### A small window of the routed layout, run 1

Scale bar: 10 um. Window x 9 to 34, y 4 to 29 um. Cells in gray, sequential cells in the stronger gray; small squares are vias.
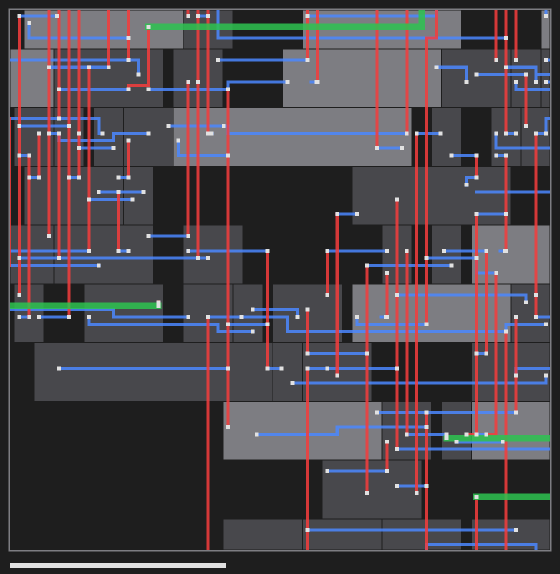
### Port wiring, run 1

Scale bar: 20 um.
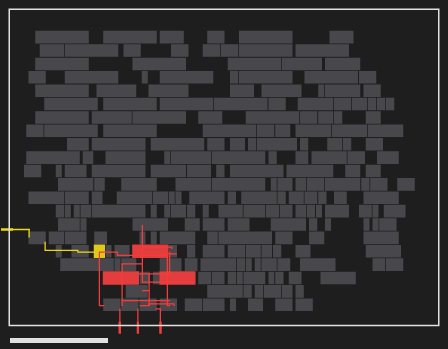
### Where the registers sit, run 1

Scale bar: 20 um. Other sequential cells in the stronger gray, the rest of the logic in the fainter gray.
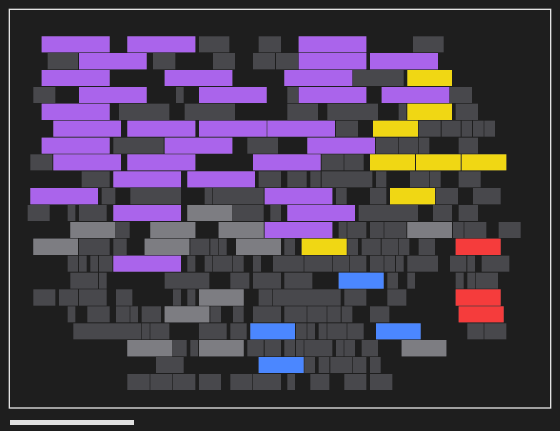
[src/rtl/uart_tx_serializer.sv]
// UART transmitter: byte FIFO feeding an 8N1 serializer paced by oversampling ticks (tick = fr_div==0).
// Start bit appears on the first tick after a byte is queued; rdy_tx drops only while the FIFO is full.
module uart_tx_serializer #(
  parameter int OVS        = 16,
  parameter int FIFO_DEPTH = 4
) (
  input  logic       clk,
  input  logic       rst,
  input  logic [3:0] fr_div,
  input  logic [7:0] d_tx,
  input  logic       vld_tx,
  output logic       rdy_tx,
  output logic       txd,
  output logic       busy,
  output logic       tx_done,
  output logic [2:0] fifo_cnt
);

  localparam int              AW      = $clog2(FIFO_DEPTH);
  localparam logic [2:0]      DEPTH_C = 3'(FIFO_DEPTH);
  localparam logic [3:0]      TLAST   = 4'(OVS - 1);

  typedef enum logic [1:0] {IDLE, START, DATA, STOP} state_t;

  state_t         state;
  logic [3:0]     tcnt;
  logic [2:0]     bidx;
  logic [7:0]     shreg;
  logic [7:0]     mem [FIFO_DEPTH];
  logic [AW-1:0]  wptr;
  logic [AW-1:0]  rptr;
  logic           tick;
  logic           bit_end;
  logic           push;
  logic           pop;

  assign tick    = (fr_div == 4'd0);
  assign bit_end = tick && (tcnt == TLAST);
  assign rdy_tx  = (fifo_cnt < DEPTH_C);
  assign push    = vld_tx && rdy_tx;
  // Pops happen only when the line is free: from IDLE, or back-to-back at the end of a stop bit
  assign pop     = (fifo_cnt != 3'd0) && tick &&
                   ((state == IDLE) || ((state == STOP) && (tcnt == TLAST)));
  assign busy    = (state != IDLE) || (fifo_cnt != 3'd0);

  always_ff @(posedge clk) begin
    if (push) mem[wptr] <= d_tx;
  end

  always_ff @(posedge clk) begin
    if (rst) begin
      wptr     <= '0;
      rptr     <= '0;
      fifo_cnt <= 3'd0;
    end else begin
      if (push) wptr <= wptr + 1'b1;
      if (pop)  rptr <= rptr + 1'b1;
      fifo_cnt <= fifo_cnt + {2'b00, push} - {2'b00, pop};
    end
  end

  always_ff @(posedge clk) begin
    if (rst) begin
      state   <= IDLE;
      txd     <= 1'b1;
      tx_done <= 1'b0;
      tcnt    <= 4'd0;
      bidx    <= 3'd0;
      shreg   <= 8'd0;
    end else begin
      tx_done <= 1'b0;
      if (tick) begin
        case (state)
          IDLE: begin
            if (pop) begin
              shreg <= mem[rptr];
              tcnt  <= 4'd0;
              state <= START;
              txd   <= 1'b0;
            end
          end
          START: begin
            if (bit_end) begin
              tcnt  <= 4'd0;
              bidx  <= 3'd0;
              state <= DATA;
              txd   <= shreg[0];
              shreg <= shreg >> 1;
            end else begin
              tcnt <= tcnt + 4'd1;
            end
          end
          DATA: begin
            if (bit_end) begin
              tcnt <= 4'd0;
              if (bidx == 3'd7) begin
                state <= STOP;
                txd   <= 1'b1;
              end else begin
                bidx  <= bidx + 3'd1;
                txd   <= shreg[0];
                shreg <= shreg >> 1;
              end
            end else begin
              tcnt <= tcnt + 4'd1;
            end
          end
          STOP: begin
            if (bit_end) begin
              tcnt    <= 4'd0;
              tx_done <= 1'b1;
              if (pop) begin
                shreg <= mem[rptr];
                state <= START;
                txd   <= 1'b0;
              end else begin
                state <= IDLE;
              end
            end else begin
              tcnt <= tcnt + 4'd1;
            end
          end
          default: begin
            state <= IDLE;
            txd   <= 1'b1;
          end
        endcase
      end
    end
  end

endmodule

[config.mk]
export PLATFORM = sky130hd
export DESIGN_NAME = uart_tx_serializer
export DESIGN_NICKNAME = d
export VERILOG_FILES = /design/src/rtl/uart_tx_serializer.sv
export SDC_FILE = /design/constraint.sdc
export NUM_CORES = 1
export LEC_CHECK = 0
export ABC_CLOCK_PERIOD_IN_PS = 3400
export CAP_MARGIN = 0
export CORE_AREA = 2 2 85 62
export DETAILED_ROUTE_END_ITERATION = 7
export DIE_AREA = 0 0 87 64
export PLACE_DENSITY = 0.77
export SLEW_MARGIN = 20
export SYNTH_ARGS = -nofsm -noshare
export SYNTH_HDL_FRONTEND = slang
export SYNTH_SLANG_ARGS = --single-unit
export TNS_END_PERCENT = 10
[constraint.sdc]
create_clock -name clk -period 3.4 [get_ports clk]
set_input_delay 0.68 -clock clk [delete_from_list [all_inputs] [get_ports clk]]
set_output_delay 0.68 -clock clk [all_outputs]
set_load 0.005 [all_outputs]
==> report_table.html, run 1 <==
<p>Metrics extracted from the flow reports.</p>
<table>
<tr><th>Metric</th><th>Value</th></tr>
<tr><th colspan="2">Logic synthesis</th></tr>
<tr><td>Avg Cell Area, Syn</td><td>13.31 sq um</td></tr>
<tr><td>Max-area cell share</td><td>36.45%</td></tr>
<tr><td>Count of library flops with an enable pin</td><td>32</td></tr>
<tr><td>Most common reg cell</td><td>edfxtp_1</td></tr>
<tr><td>Tally of unique sky130hd cells used after synthesis</td><td>39</td></tr>
<tr><td>Number of standard cells reported by yosys</td><td>198</td></tr>
<tr><td>Post-synth seq share</td><td>57.71%</td></tr>
<tr><th colspan="2">Global routing</th></tr>
<tr><td>Fraction of met1 tracks used by global routing</td><td>27.28%</td></tr>
<tr><td>GRT Residual Overflow</td><td>0</td></tr>
<tr><td>Met3 Track Usage GR</td><td>9.690%</td></tr>
<tr><td>Number of global-route vias before repair</td><td>1746</td></tr>
<tr><td>Maximum number of pins on one net before global-route repair</td><td>17</td></tr>
<tr><th colspan="2">Floorplan</th></tr>
<tr><td>Floorplan die area</td><td>0.005568 sq mm</td></tr>
<tr><td>FP Util</td><td>56.05%</td></tr>
<tr><td>Die Span Y</td><td>64 um</td></tr>
<tr><td>Ports placed on the boundary</td><td>22</td></tr>
<tr><th colspan="2">Setup path</th></tr>
<tr><td>Cell Chain, Critical Path</td><td>clkdlybuf4s50_1 -&gt; or4_1 -&gt; nor3_1 -&gt; ha_1 -&gt; inv_1 -&gt; ha_1 -&gt; inv_1 -&gt; fa_1 -&gt; xnor2_1 -&gt; xnor2_1 -&gt; nor2_1</td></tr>
<tr><td>Data arrival time of the worst path</td><td>3.28 ns</td></tr>
<tr><td>Setup crit start kind</td><td>input pin</td></tr>
<tr><td>Kind of critical path</td><td>in2reg</td></tr>
<tr><td>Number of cells on the critical path</td><td>11</td></tr>
<tr><th colspan="2">CTS</th></tr>
<tr><td>CTS resizes</td><td>0</td></tr>
<tr><td>Insertion delay at the late pin of the worst-skew pair</td><td>0.33 ns</td></tr>
<tr><td>Clock Sinks</td><td>60</td></tr>
<tr><td>Maximum buffer depth of the clock tree</td><td>2</td></tr>
<tr><td>H-tree depth</td><td>3</td></tr>
<tr><th colspan="2">Final layout</th></tr>
<tr><td>Post-route insts no fill</td><td>287</td></tr>
<tr><td>Nets</td><td>255</td></tr>
<tr><td>Antenna diode instance count</td><td>0</td></tr>
<tr><td>Relative area change from synthesis to final layout</td><td>18.08%</td></tr>
<tr><td>Share of final-layout standard cells stronger than drive strength 1</td><td>13.91%</td></tr>
<tr><th colspan="2">Hold path</th></tr>
<tr><td>Hold Path Class</td><td>reg2reg</td></tr>
<tr><th colspan="2">Power</th></tr>
<tr><td>Power density over the cells</td><td>604.5 mW/mm^2</td></tr>
<tr><th colspan="2">Placement</th></tr>
<tr><td>Total half-perimeter wirelength after legalization and detailed placement</td><td>3.721 mm</td></tr>
<tr><td>Number of placed cells counting well taps</td><td>271</td></tr>
<tr><th colspan="2">Timing</th></tr>
<tr><td>Final Setup Violations</td><td>0</td></tr>
<tr><td>Setup repair after global routing missed its margin</td><td>false</td></tr>
<tr><td>Total negative slack</td><td>0 ns</td></tr>
<tr><td>Fin Hold WS</td><td>0.4812 ns</td></tr>
<tr><td>Final period utilization</td><td>90.38%</td></tr>
<tr><th colspan="2">Job</th></tr>
<tr><td>Tally of max-capacitance violations</td><td>0</td></tr>
<tr><th colspan="2">Route</th></tr>
<tr><td>Number of design rule violations left after detail routing</td><td>0</td></tr>
<tr><td>Ratio of routed vias to standard cells</td><td>5.934</td></tr>
<tr><td>Vias after detailed routing</td><td>1703</td></tr>
<tr><th colspan="2">Run status</th></tr>
<tr><td>Run status</td><td>complete, no violations</td></tr>
</table>
Notes on 'A small window of the routed layout' above:
- met1: blue
- met2: red
- met3: green
- most frequent: inv_1 (6), nor2_1 (6), dfxtp_1 (5)
- cells with their middle in the window: 42
- sequential cells in the window: 6
- netlist names of flops here include: fifo_cnt (2)

Notes on 'Port wiring' above:
- vld_tx: yellow (bits 1; direction input; edge left; end cells 1; buffers 1; wire 17.1 um)
- fifo_cnt: red (bits 3; direction output; edge bottom; end cells 3; buffers 3; wire 126 um)

Notes on 'Where the registers sit' above:
- bidx: red (flops 3)
- tcnt: blue (flops 4; where bottom middle)
- mem: purple (flops 32)
- shreg: yellow (flops 8)
- not colored: 13

-- run 1: worst min-delay path by stage --
stage / start / to / slack, ns / depth (start not counted)
6_report: tcnt[1] / tcnt[1] / 0.48 / 2
5_1_grt: txd / txd / 0.52 / 1
4_1_cts: tcnt[1] / tcnt[1] / 0.48 / 2
3_5_place_dp: tcnt[1] / tcnt[1] / 0.47 / 2
3_3_place_gp: tcnt[1] / tcnt[1] / 0.46 / 2
2_1_floorplan: tcnt[1] / tcnt[1] / 0.45 / 2
-- run 1: tightest hold or removal path, delay by kind of cell, from the launching register on --
kind            cells  cell delay (ns)
flops               1             0.32
simple gates        1             0.06
compound gates      1             0.05
-- run 1: flip-flops by register name (all words and copies together) (netlist names), named ones only --
| name | count |
|---|---|
| mem | 32 |
| shreg | 8 |
| tcnt | 4 |
| bidx | 3 |
| fifo_cnt | 3 |
| rptr | 2 |
| state | 2 |
| wptr | 2 |
| tx_done | 1 |
| txd | 1 |
-- run 1: stage by stage --
stage                     worst slack [ns]  power, mW  instance area [sq um]
after floorplan                     0.3545      1.093                   2636
after global placement              0.1280      1.203                   2908
after detailed placement         -0.008436      1.230                   2908
after CTS                           0.3424      1.893                   3113
after global routing                0.1944      1.966                   3113
final                               0.3271      1.882                   3113
-- run 1: layout make-up --
type	instances	area (sq um)	area share, %
tap	57	71.32	2.291
multi-input combinational	120	1037	33.32
clock buffer	9	123.9	3.979
timing repair buffer	26	247.7	7.958
clock inverter	7	81.33	2.613
inverter	8	30.03	0.9646
sequential	60	1521	48.87
-- run 1: cell usage after synthesis (3+ instances only) --
cell	instances
inv_1	8
clkbuf_1	7
mux2i_1	9
ha_1	14
nand2_1	4
nor2_1	14
o21ai_0	3
xnor2_1	5
mux4_2	8
dfxtp_1	28
a21oi_1	16
nor3_1	4
and2_1	4
edfxtp_1	32
a311oi_1	7
-- run 1: cell usage in the layout, fill, tap and decap left out, types with 3 or more instances in the layout --
| cell | n |
|---|---|
| clkdlybuf4s50_1 | 21 |
| ha_1 | 14 |
| and2_1 | 4 |
| nor3_1 | 4 |
| nor2_1 | 14 |
| inv_1 | 8 |
| o21ai_0 | 3 |
| buf_4 | 5 |
| mux4_2 | 8 |
| clkinv_1 | 3 |
| dfxtp_1 | 28 |
| edfxtp_1 | 32 |
| a21oi_1 | 16 |
| clkbuf_8 | 9 |
| nand2_1 | 4 |
| mux2i_1 | 9 |
| xnor2_1 | 5 |
| a311oi_1 | 7 |
-- run 1: logic make-up after synthesis --
family	share of synthesized area [%]
buf+inv	2.943
fa+ha+maj	7.404
simple gates	9.635
compound gates	10.39
xor+xnor	1.661
mux	10.25
flops	57.71
-- run 1: layer usage --
metal	vias to the layer above	wire length [um]
li1	811	-
met1	820	2353
met2	58	2529
met3	14	345
met4	0	72
met5	-	0
-- run 1: power breakdown --
group | switching (mW) | internal, mW | total [mW]
registers | 0.0404 | 0.840 | 0.881
clock network | 0.264 | 0.402 | 0.666
logic | 0.182 | 0.154 | 0.335
total | 0.486 | 1.40 | 1.88
### Congestion heat map, run 1

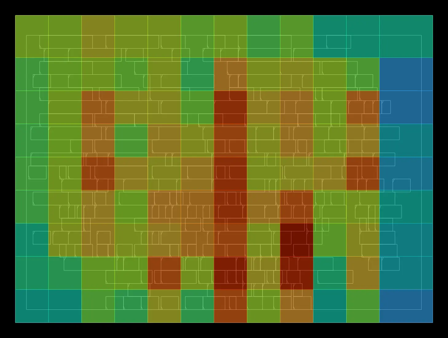

==> run 1 -> run 2 <==
Settings changed: REMOVE_ABC_BUFFERS from default to 1.
### Congestion heat map, run 2

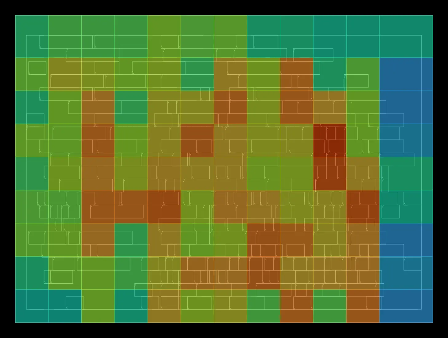
global route hottest layer: met2
wire length per cell after detailed routing: 17.30 um
fraction of met1 tracks used by global routing: 25.45%

### Port wiring, run 2

Scale bar: 20 um.
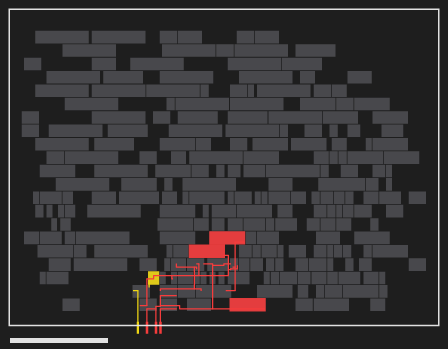
- fifo_cnt: red (bits 3; direction output; edge bottom; end cells 3; buffers 3; wire 126 um)
- vld_tx: yellow (bits 1; direction input; edge bottom; end cells 1; buffers 1; wire 8.90 um)

==> run 2 against run 1 <==
Compared with the run above: hold slack improved by 0.0058 ns; count of clock-buffer cells in the layout unchanged; sequential power about the same; fmax increased by 4.7%; critical path type unchanged; combinational power about the same; flip-flop count unchanged; critical endpoint unchanged; die size unchanged; first-iteration DRC count decreased by 32%.
==> report_table.html, run 2 <==
<p>Metrics extracted from the flow reports.</p>
<table>
<tr><th>Metric</th><th>Value</th></tr>
<tr><th colspan="2">Placement</th></tr>
<tr><td>Placed standard-cell area</td><td>0.002908 sq mm (unchanged)</td></tr>
<tr><td>Number of placed cells counting well taps</td><td>271 (unchanged)</td></tr>
<tr><td>Total half-perimeter wirelength after legalization and detailed placement</td><td>3.564 mm (-4.2%)</td></tr>
<tr><th colspan="2">Final layout</th></tr>
<tr><td>Largest registers</td><td>mem x32, shreg x8, tcnt x4</td></tr>
<tr><td>Commonest cells after routing, fill and taps aside</td><td>32 x edfxtp_1, 28 x dfxtp_1, 21 x clkdlybuf4s50_1, 16 x a21oi_1</td></tr>
<tr><td>Most frequently placed logic cell in the final layout</td><td>edfxtp_1</td></tr>
<tr><td>Relative area change from synthesis to final layout</td><td>17.51%</td></tr>
<tr><td>Share of final-layout standard cells stronger than drive strength 1</td><td>14.35% (+0.43 points)</td></tr>
<tr><td>Largest register by flop count</td><td>mem</td></tr>
<tr><td>Post-route insts no fill</td><td>287 (unchanged)</td></tr>
<tr><td>Nets</td><td>255 (unchanged)</td></tr>
<tr><td>Post-route cell area</td><td>0.003098 sq mm (-0.48%)</td></tr>
<tr><td>Number of flip-flops in the largest register</td><td>32 (unchanged)</td></tr>
<tr><td>Antenna diode instance count</td><td>0 (unchanged)</td></tr>
<tr><th colspan="2">Hold path</th></tr>
<tr><td>Worst min-delay path endpoint</td><td>tcnt[0]</td></tr>
<tr><td>Start point of the worst min-delay path</td><td>tcnt[0]</td></tr>
<tr><td>Hold Path Class</td><td>reg2reg</td></tr>
<tr><th colspan="2">Floorplan</th></tr>
<tr><td>FP Util</td><td>56.05% (unchanged)</td></tr>
<tr><td>Die Span Y</td><td>64 um (unchanged)</td></tr>
<tr><td>Ports placed on the boundary</td><td>22 (unchanged)</td></tr>
<tr><td>Floorplan die area</td><td>0.005568 sq mm (unchanged)</td></tr>
<tr><th colspan="2">Logic synthesis</th></tr>
<tr><td>Tally of unique sky130hd cells used after synthesis</td><td>39 (unchanged)</td></tr>
<tr><td>Count of library flops with an enable pin</td><td>32 (unchanged)</td></tr>
<tr><td>Number of standard cells reported by yosys</td><td>198 (unchanged)</td></tr>
<tr><td>Leading cell types by count after synthesis</td><td>32 x edfxtp_1, 28 x dfxtp_1, 16 x a21oi_1, 14 x ha_1, 14 x nor2_1</td></tr>
<tr><td>Post-synth seq share</td><td>57.71% (unchanged)</td></tr>
<tr><td>Avg Cell Area, Syn</td><td>13.31 sq um (unchanged)</td></tr>
<tr><td>Mapped cell area</td><td>0.002636 sq mm</td></tr>
<tr><td>Number of warning messages in the yosys log</td><td>0</td></tr>
<tr><td>Most common reg cell</td><td>edfxtp_1</td></tr>
<tr><th colspan="2">Route</th></tr>
<tr><td>Ratio of routed vias to standard cells</td><td>5.885 (-0.82%)</td></tr>
<tr><td>Vias after detailed routing</td><td>1689 (-0.82%)</td></tr>
<tr><td>Number of design rule violations left after detail routing</td><td>0 (unchanged)</td></tr>
<tr><th colspan="2">Run status</th></tr>
<tr><td>Run status</td><td>complete, no violations</td></tr>
<tr><th colspan="2">Global routing</th></tr>
<tr><td>GRT Residual Overflow</td><td>0 (unchanged)</td></tr>
<tr><td>Met3 Track Usage GR</td><td>8.269% (-1.4 points)</td></tr>
<tr><td>Number of global-route vias before repair</td><td>1766 (+1.1%)</td></tr>
<tr><th colspan="2">Timing</th></tr>
<tr><td>Fin Hold WS</td><td>0.4869 ns (+0.005778 ns)</td></tr>
<tr><td>Setup repair after global routing missed its margin</td><td>false</td></tr>
<tr><td>Total negative slack</td><td>0 ns (unchanged)</td></tr>
<tr><td>Measured slew at the worst slew-check pin</td><td>1.101 ns</td></tr>
<tr><td>Final Setup Violations</td><td>0 (unchanged)</td></tr>
<tr><td>Final period utilization</td><td>86.32% (-4.1 points)</td></tr>
<tr><th colspan="2">Setup path</th></tr>
<tr><td>Setup crit start kind</td><td>input pin</td></tr>
<tr><td>Data arrival time of the worst path</td><td>3.17 ns (-0.11 ns)</td></tr>
<tr><td>Kind of critical path</td><td>in2reg</td></tr>
<tr><th colspan="2">CTS</th></tr>
<tr><td>Maximum buffer depth of the clock tree</td><td>2 (unchanged)</td></tr>
<tr><td>Insertion delay at the late pin of the worst-skew pair</td><td>0.34 ns (about the same)</td></tr>
<tr><td>CTS resizes</td><td>0 (unchanged)</td></tr>
<tr><td>H-tree depth</td><td>3 (unchanged)</td></tr>
<tr><th colspan="2">Power</th></tr>
<tr><td>Power density over the cells</td><td>589.3 mW/mm^2 (-2.5%)</td></tr>
<tr><th colspan="2">Job</th></tr>
<tr><td>Tally of max-capacitance violations</td><td>0 (unchanged)</td></tr>
</table>
## run 2: cell count changes in the layout (fill, tap and decap cells not counted), sizes merged
cell      delta
clkinv       -2
clkinvlp     +2
bufinv       -1
inv          +1
## run 2: through the flow
stage / power (mW) / setup slack (ns)
after floorplan: 1.082 / 0.3558
after detailed placement: 1.228 / 0.1133
after global routing: 1.910 / 0.3313
after CTS: 1.841 / 0.4770
after global placement: 1.203 / 0.1603
final: 1.826 / 0.4653
## run 2: layer usage
metal,up-vias,share of wire [%]
met5,-,0
met2,37,49
met3,10,4.5
met4,0,1.9
met1,830,44
li1,812,-
## run 2: worst max path at each step
| stage | end | startpoint |
|---|---|---|
| 2_1_floorplan | fifo_cnt[2] | fr_div[3] |
| 3_3_place_gp | fifo_cnt[2] | fr_div[3] |
| 3_5_place_dp | fifo_cnt[2] | fr_div[3] |
| 4_1_cts | fifo_cnt[2] | fr_div[3] |
| 5_1_grt | fifo_cnt[2] | fr_div[3] |
| 6_report | fifo_cnt[2] | fr_div[3] |
## run 2: area by class of cell
type,count,area [sq um]
timing repair buffer,26,247.7
tap,57,71.32
inverter,8,30.03
fill,329,1605
clock buffer,9,123.9
sequential,60,1521
clock inverter,7,66.31
multi-input combinational,120,1037
## run 2: logic make-up after synthesis
| family | Yosys count | share of synthesized area, % |
|---|---|---|
| mux | 17 | 10.25 |
| compound gates | 38 | 10.39 |
| fa+ha+maj | 15 | 7.404 |
| flops | 60 | 57.71 |
| buf+inv | 18 | 2.943 |
| xor+xnor | 5 | 1.661 |
| simple gates | 45 | 9.635 |
## run 2: worst max-delay path, stage by stage
cell	delay [ns]
clkdlybuf4s50_1	0.42
or4_1	0.55
nor3_1	0.27
ha_1	0.28
inv_1	0.05
ha_1	0.13
inv_1	0.05
fa_1	0.38
xnor2_1	0.18
xnor2_1	0.13
nor2_1	0.05
## run 2: report_power, final
group,internal (mW),switching [mW],total (mW),leakage [nW]
clock,0.334,0.276,0.610,0.0907
sequential,0.840,0.0402,0.880,0.520
combinational,0.154,0.182,0.336,0.450
No activity file was given, so power comes from the tool's default toggle rates.
